[config.mk]
export PLATFORM = sky130hd
export DESIGN_NAME = instr_enc
export DESIGN_NICKNAME = d
export VERILOG_FILES = /design/src/rtl/instr_enc.sv
export SDC_FILE = /design/constraint.sdc
export NUM_CORES = 1
export LEC_CHECK = 0
export ABC_AREA = 1
export CELL_PAD_IN_SITES_DETAIL_PLACEMENT = 1
export CELL_PAD_IN_SITES_GLOBAL_PLACEMENT = 2
export CORE_MARGIN = 5
export CORE_UTILIZATION = 36
export DETAILED_ROUTE_END_ITERATION = 8
export HOLD_SLACK_MARGIN = 0.1
export PLACE_DENSITY = 0.91
export SLEW_MARGIN = 15
export SYNTH_ARGS = -nofsm -noshare
export SYNTH_HDL_FRONTEND = slang
export SYNTH_SLANG_ARGS = --single-unit
export TNS_END_PERCENT = 1
[constraint.sdc]
create_clock -name clk -period 5.15 [get_ports clk]
set_input_delay 1.03 -clock clk [delete_from_list [all_inputs] [get_ports clk]]
set_output_delay 1.03 -clock clk [all_outputs]
set_load 0.01 [all_outputs]
[src/rtl/instr_enc.sv]
// instr_enc: encodes MIPS operation descriptors into 32-bit instruction words
// and queues them in a DEPTH-word output FIFO with valid/ready handshakes.
// Optional build macro INSTR_ENC_DELAY_SLOT_EN: jr/beq/j/jal also enqueue a
// trailing nop (0x00000000) into the next FIFO slot on the same edge.
module instr_enc #(
  parameter int unsigned DEPTH = 4
) (
  input  logic                     clk,
  input  logic                     reset_n,
  input  logic                     in_valid,
  output logic                     in_ready,
  input  logic [3:0]               in_op,
  input  logic [4:0]               in_rs,
  input  logic [4:0]               in_rt,
  input  logic [4:0]               in_rd,
  input  logic [25:0]              in_field,
  output logic                     out_valid,
  input  logic                     out_ready,
  output logic [31:0]              out_instr,
  output logic [$clog2(DEPTH):0]   count,
  output logic                     err
);

  localparam int unsigned PW = $clog2(DEPTH);

  typedef enum logic [3:0] {
    OP_ADDU  = 4'd0,
    OP_SUBU  = 4'd1,
    OP_AND   = 4'd2,
    OP_OR    = 4'd3,
    OP_SLT   = 4'd4,
    OP_SLL   = 4'd5,
    OP_JR    = 4'd6,
    OP_ORI   = 4'd7,
    OP_LUI   = 4'd8,
    OP_ADDIU = 4'd9,
    OP_LW    = 4'd10,
    OP_SW    = 4'd11,
    OP_BEQ   = 4'd12,
    OP_J     = 4'd13,
    OP_JAL   = 4'd14,
    OP_RSV   = 4'd15
  } op_e;

  op_e           op;
  logic [31:0]   word;
  logic          is_rsv;
  logic          accept;
  logic          pop;
  logic [PW:0]   wr_adv;
  logic [PW:0]   count_nxt;
  logic [PW-1:0] wr_ptr;
  logic [PW-1:0] rd_ptr;
  logic [31:0]   mem [DEPTH];

  assign op = op_e'(in_op);

  // Encode the offered descriptor into its MIPS word
  always_comb begin
    word   = '0;
    is_rsv = 1'b0;
    case (op)
      OP_ADDU:  word = {6'h00, in_rs, in_rt, in_rd, 5'd0, 6'h21};
      OP_SUBU:  word = {6'h00, in_rs, in_rt, in_rd, 5'd0, 6'h23};
      OP_AND:   word = {6'h00, in_rs, in_rt, in_rd, 5'd0, 6'h24};
      OP_OR:    word = {6'h00, in_rs, in_rt, in_rd, 5'd0, 6'h25};
      OP_SLT:   word = {6'h00, in_rs, in_rt, in_rd, 5'd0, 6'h2A};
      OP_SLL:   word = {6'h00, 5'd0, in_rt, in_rd, in_field[4:0], 6'h00};
      OP_JR:    word = {6'h00, in_rs, 5'd0, 5'd0, 5'd0, 6'h08};
      OP_ORI:   word = {6'h0D, in_rs, in_rt, in_field[15:0]};
      OP_LUI:   word = {6'h0F, 5'd0, in_rt, in_field[15:0]};
      OP_ADDIU: word = {6'h09, in_rs, in_rt, in_field[15:0]};
      OP_LW:    word = {6'h23, in_rs, in_rt, in_field[15:0]};
      OP_SW:    word = {6'h2B, in_rs, in_rt, in_field[15:0]};
      OP_BEQ:   word = {6'h04, in_rs, in_rt, in_field[15:0]};
      OP_J:     word = {6'h02, in_field};
      OP_JAL:   word = {6'h03, in_field};
      OP_RSV:   is_rsv = 1'b1;
      default:  is_rsv = 1'b1;
    endcase
  end

`ifdef INSTR_ENC_DELAY_SLOT_EN
  logic          slot2;
  logic [PW-1:0] wr_nxt;
  localparam logic [PW:0] READY_MAX = (PW+1)'(DEPTH - 2);

  assign slot2    = (op == OP_JR) || (op == OP_BEQ) || (op == OP_J) || (op == OP_JAL);
  assign wr_nxt   = wr_ptr + PW'(1);
  // Readiness is judged on registered occupancy so a pop cannot raise it this cycle
  assign in_ready = (count <= READY_MAX);
`else
  localparam logic [PW:0] READY_LIM = (PW+1)'(DEPTH);

  // Readiness is judged on registered occupancy so a pop cannot raise it this cycle
  assign in_ready = (count < READY_LIM);
`endif

  assign out_valid = (count != '0);
  assign out_instr = out_valid ? mem[rd_ptr] : '0;
  assign accept    = in_valid && in_ready;
  assign pop       = out_valid && out_ready;

  // Number of slots written this cycle and the resulting occupancy
  always_comb begin
    wr_adv = '0;
    if (accept) begin
`ifdef INSTR_ENC_DELAY_SLOT_EN
      wr_adv = slot2 ? (PW+1)'(2) : (PW+1)'(1);
`else
      wr_adv = (PW+1)'(1);
`endif
    end
    count_nxt = count + wr_adv - {{PW{1'b0}}, pop};
  end

  // FIFO storage write (contents need no reset; out_instr is gated by out_valid)
  always_ff @(posedge clk) begin
    if (accept) begin
      mem[wr_ptr] <= word;
`ifdef INSTR_ENC_DELAY_SLOT_EN
      if (slot2) mem[wr_nxt] <= '0;
`endif
    end
  end

  // Pointers and occupancy; pointers wrap naturally at power-of-two DEPTH
  always_ff @(posedge clk or negedge reset_n) begin
    if (!reset_n) begin
      wr_ptr <= '0;
      rd_ptr <= '0;
      count  <= '0;
    end else begin
      wr_ptr <= wr_ptr + wr_adv[PW-1:0];
      if (pop) rd_ptr <= rd_ptr + PW'(1);
      count  <= count_nxt;
    end
  end

  // Sticky flag for an accepted reserved op
  always_ff @(posedge clk or negedge reset_n) begin
    if (!reset_n) err <= 1'b0;
    else if (accept && is_rsv) err <= 1'b1;
  end

endmodule

==> results.yml, run 1 <==
# generated from flow reports
logic_synthesis:
  yosys_warnings: 0
  ys.flop_type: "edfxtp_1"
  ys_cells: 798
  syn_inst: 798
  yosysChipArea_mm2: 0.00685
  edf_count: 124
  synth_flops: 132
  avgSynthCellArea_um2: 8.58
timing:
  finalHoldViolations: 0
  tightest_slew_ns: 0.953
  slew_violations: 0
worst_setup_path:
  reg2reg_depth: 11
  crit_path_max_fanout: 63
  cp.required_ns: 4.12
  r2r_end: "count[2]$_DFF_PN0_"
  r2r_slack_ns: 2.96
  cpLargestDelayFamily: "buffers and inverters"
  critPathCaptureType: "output pin"
  crit_type: "register to output pin"
  critical_path.slowest_cell: "inv_2"
final_layout:
  syn2layout_area_growth_pct: 23.6
  final_area_mm2: 0.00846
die:
  fp-utilization: 0.366
  fp.dieH_um: 148
placed_design:
  numPortBuffers: 85
grt:
  grt_pass1_wl_um: 32600
  antenna_found_initial: 0
  track_usage: 0.190
  grt_overflow: 0
clocking:
  hold_buffers: 0
  root_buffer: "clkbuf_16"
  cts_buffer_depth: 2
  path_clk_slew_ns: 0.06
route:
  drtIter0Drc: 429
worst_hold_path:
  min_from: "err$_DFFE_PN0P_"
  holdCritPathClass: "register to register"
outcome:
  outcome: "finished clean"
run:
  max_cap_violations: 0
power:
  power.leakage_uw: 0.00333
  p_per_area_mw_per_mm2: 526
==> run 1: state kept, by name, summed over array words and instances (netlist names) <==
signal and count:
count 3, rd_ptr 2, mem 124, wr_ptr 2, err 1
==> run 1: power breakdown <==
part           internal [µW]  switching (µW)
clock network            776             480
registers               1390            63.2
logic                    714            1040
==> run 1: cell usage in the layout (no fill, tap or decap), types with 5 or more instances in the layout <==
| cell | count |
|---|---|
| nor2_1 | 186 |
| nand2_1 | 147 |
| edfxtp_1 | 124 |
| nand3_1 | 108 |
| clkdlybuf4s50_1 | 85 |
| o21ai_0 | 59 |
| a21oi_1 | 35 |
| inv_1 | 26 |
| clkbuf_16 | 17 |
| buf_4 | 13 |
| dfrtp_1 | 7 |
| nor2_2 | 6 |
| a21boi_1 | 6 |
| o21ai_1 | 5 |
==> run 1: routing by layer <==
metal  GRT usage  wire length (µm)
met5           0                 0
met4      0.0503               213
met3      0.0285               751
met2       0.327             10300
met1       0.252              9190
==> run 1: per-stage QoR <==
stage / total power (µW) / setup slack (ns) / util
floorplan: 2390 / 1.40 / -
global placement: 3190 / 1.85 / 0.419
detailed placement: 3220 / 1.77 / 0.419
CTS: 4510 / 1.36 / 0.452
global route: 4740 / 1.12 / 0.452
finish: 4450 / 1.36 / 0.452
==> run 1: cell type report <==
| class | count | area, µm² | area share |
|---|---|---|---|
| Clock buffer | 17 | 425 | 0.0503 |
| Multi-Input combinational cell | 573 | 2560 | 0.303 |
| Timing Repair Buffer | 98 | 948 | 0.112 |
| Clock inverter | 15 | 195 | 0.0231 |
| Sequential cell | 132 | 3930 | 0.464 |
| Inverter | 30 | 113 | 0.0133 |
| Tap cell | 234 | 293 | 0.0346 |
==> run 1: worst max path at each step <==
stage | start | slack, ns | cells after the start | to
after floorplan | in_valid | 1.40 | 2 | mem[0][0]$_DFFE_PP_
after global placement | in_op[2] | 1.85 | 7 | mem[1][21]$_DFFE_PP_
after detailed placement | in_op[2] | 1.77 | 8 | mem[1][5]$_DFFE_PP_
after CTS | rd_ptr[0]$_DFFE_PN0P_ | 1.36 | 4 | out_instr[4]
after global routing | rd_ptr[0]$_DFFE_PN0P_ | 1.12 | 4 | out_instr[4]
final | rd_ptr[0]$_DFFE_PN0P_ | 1.36 | 4 | out_instr[4]
==> run 1: cells by family after synthesis <==
family | synth area share
fa+ha+maj | 0.00841
simple gates | 0.272
xor+xnor | 0.00512
other cells | 0.000548
buf+inv | 0.0563
flops | 0.573
compound gates | 0.0846
==> run 1: cells in the mapped netlist, types with 5 or more instances <==
| master | instances | area share |
|---|---|---|
| nand3_1 | 108 | 0.079 |
| edfxtp_1 | 124 | 0.54 |
| nor2_1 | 188 | 0.10 |
| a21oi_1 | 35 | 0.026 |
| buf_2 | 17 | 0.012 |
| o21ai_1 | 5 | 0.0037 |
| clkbuf_1 | 39 | 0.021 |
| nand2_1 | 147 | 0.081 |
| dfrtp_1 | 8 | 0.029 |
| inv_1 | 26 | 0.014 |
| o21ai_0 | 59 | 0.043 |
| nor3_1 | 5 | 0.0037 |
| a21boi_1 | 6 | 0.0066 |
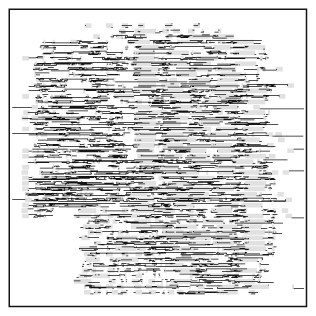
**Above:** run 1 (M1 wires).
Scale: 2 px per µm. Cells faint in the background.
nets with wire on the layer: 824
longest straight run: 44.2 µm
share of all routed wire: 45%
main direction: horizontal

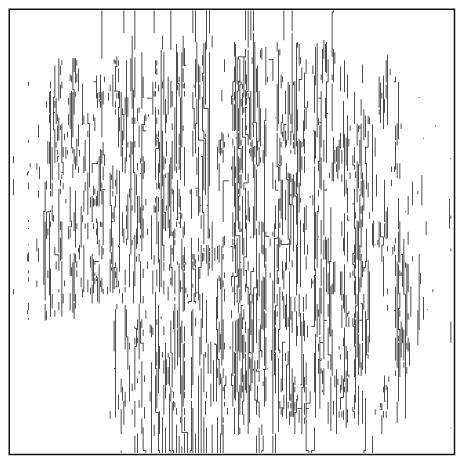
**Above:** run 1 (the metal 2 layer).
Scale: 3 px per µm.
share of all routed wire: 50%
longest straight run: 78.9 µm
main direction: vertical
wire length on this layer: 10300 µm
nets with wire on the layer: 726
DRT Wirelength: 20400 µm
total vias in the final route: 5704
met2 Use GR: 0.327

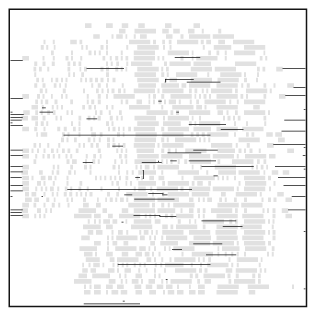
**Above:** run 1 (the metal 3 layer).
Scale: 2 px per µm. Cells faint in the background.
share of all routed wire: 3.7%
wire length on this layer: 751 µm
nets with wire on the layer: 63
main direction: horizontal

**Run 1: congestion heat map**

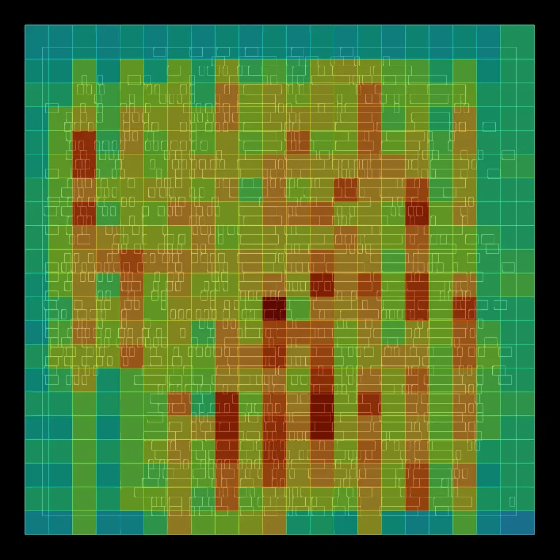

==> run 2: changes to the inputs <==
CORE_UTILIZATION = 34   (was 36)
PLACE_DENSITY = 0.87   (was 0.91)
clock period = 3.8 ns   (was 5.15 ns; I/O delays follow)
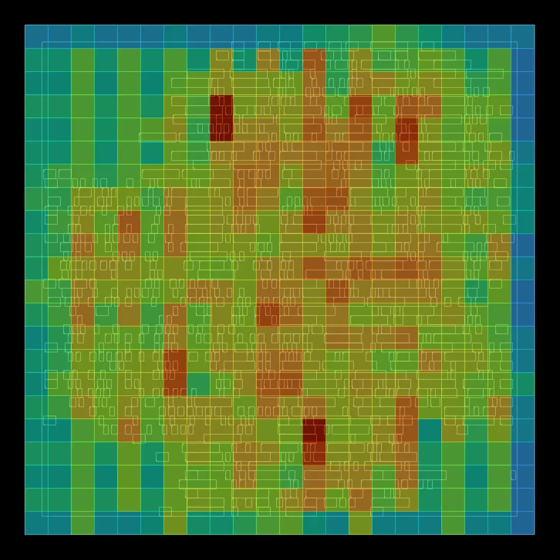
**Above:** run 2 (congestion heat map).
Final Util: 0.425
met1 usage: 0.233
GR peak layer: met2
met3 usage: 0.0324

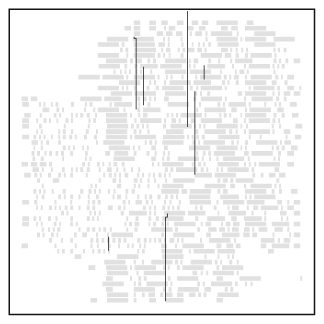
**Above:** run 2 (M4 wires).
Scale: 2 px per µm. Cells faint in the background.
longest straight run: 57.8 µm
nets with wire on the layer: 4
share of all routed wire: 1.1%
wire length on this layer: 213 µm
DRT Wirelength: 20200 µm
total vias in the final route: 5717

==> results.yml, run 2 <==
# generated from flow reports
outcome:
  outcome: "finished clean"
clocking:
  cts_buffer_depth: 2
worst_setup_path:
  crit_type: "register to output pin"
  critPathCaptureType: "output pin"
  cpLargestDelayFamily: "buffers and inverters"
  cp.required_ns: 3.04
run:
  max_cap_violations: 0
timing:
  slew_violations: 0
  tightest_slew_ns: 1.08
logic_synthesis:
  top_area_cell: "edfxtp_1"
  topCellsByArea: "edfxtp_1, nor2_1, nand2_1, nand3_1, o21ai_0"
  synth_top_area_share: 0.544
  yosysChipArea_mm2: 0.00685
  syn_inst: 798
  yosys_warnings: 0
  ys_cells: 798
power:
  switching_power_uw: 2100
  p_per_area_mw_per_mm2: 697
  p_seq_frac: 0.331
  internal_power_uw: 3840
grt:
  track_usage: 0.176
  antenna_found_initial: 0
final_layout:
  largest_reg_flops: 124
  lay_top_cells: "nor2_1, nand2_1, edfxtp_1, nand3_1, clkdlybuf4s50_1"
route:
  drtIter0Drc: 410
die:
  fp.dieH_um: 152
worst_hold_path:
  holdCritPathClass: "register to register"
  min_from: "err$_DFFE_PN0P_"
==> run 2: cell counts after synthesis <==
No cell type changed its count.
==> run 2: layout make-up <==
cell class,count,area [µm²]
inverters,30,113
well taps,270,338
fillers,2401,11500
repair buffers,105,1010
clock inverters,13,135
flip-flops and latches,132,3930
multi-input cells,573,2560
clock buffers,19,433
==> run 2: cell families (layout without fill, tap and decap cells) <==
logic type / Yosys count / in the layout / synth area share
AOI/OAI and AO/OA: 110 / 110 / 0.0846
adders and majority gates: 4 / 4 / 0.00841
and+or+nand+nor: 454 / 454 / 0.272
other: 1 / 1 / 0.000548
xor gates and xnor gates: 4 / 4 / 0.00512
buffers and inverters: 93 / 167 / 0.0563
DFF: 132 / 132 / 0.573
==> run 2: worst register-to-register path, cell delays in order (launching register included) <==
cell and delay (ns):
dfrtp_1 0.43, nor2_1 0.12, nand2_1 0.09, nand2_1 0.12, inv_1 0.08, ha_1 0.29
inv_1 0.07, ha_1 0.13, inv_1 0.06, fa_1 0.40, xnor2_1 0.17, xor2_1 0.18
==> run 2: per-stage QoR <==
step                      power [µW]  area (µm²)  hold WS [ns]  setup slack, ns
after floorplan                 3240        6850         0.464            0.316
after global placement          4350        7950         0.455            0.674
after detailed placement        4410        7950         0.481            0.655
after CTS                       6010        8520         0.528            0.324
after global routing            6300        8520         0.535            0.200
final                           5940        8520         0.525            0.307
==> run 2: worst max-delay path by stage <==
stage	startpoint	to	slack, ns	depth (start not counted)
final	rd_ptr[1]$_DFFE_PN0P_	out_instr[27]	0.31	6
after detailed placement	in_op[1]	mem[0][17]$_DFFE_PP_	0.65	7
after global placement	in_op[1]	mem[0][16]$_DFFE_PP_	0.67	7
after floorplan	in_valid	mem[0][0]$_DFFE_PP_	0.32	2
after CTS	rd_ptr[1]$_DFFE_PN0P_	out_instr[27]	0.32	6
after global routing	rd_ptr[1]$_DFFE_PN0P_	out_instr[27]	0.20	6
==> run 2: layer usage <==
metal / GRT usage / wire (µm) / vias up
li1: - / - / 2795
met3: 0.0324 / 856 / 16
met2: 0.300 / 9980 / 138
met1: 0.233 / 9160 / 2768
met4: 0.0441 / 213 / 0
met5: 0 / 0 / -
==> run 2: power groups by stage <==
stage	Clock, µW	Sequential (µW)	Combinational (µW)
2_1_floorplan	0	1980	1260
3_3_place_gp	0	1980	2370
3_5_place_dp	0	1990	2410
4_1_cts	1600	1970	2440
5_1_grt	1680	1980	2640
6_report	1580	1960	2400
No activity file was given, so power comes from the tool's default toggle rates.
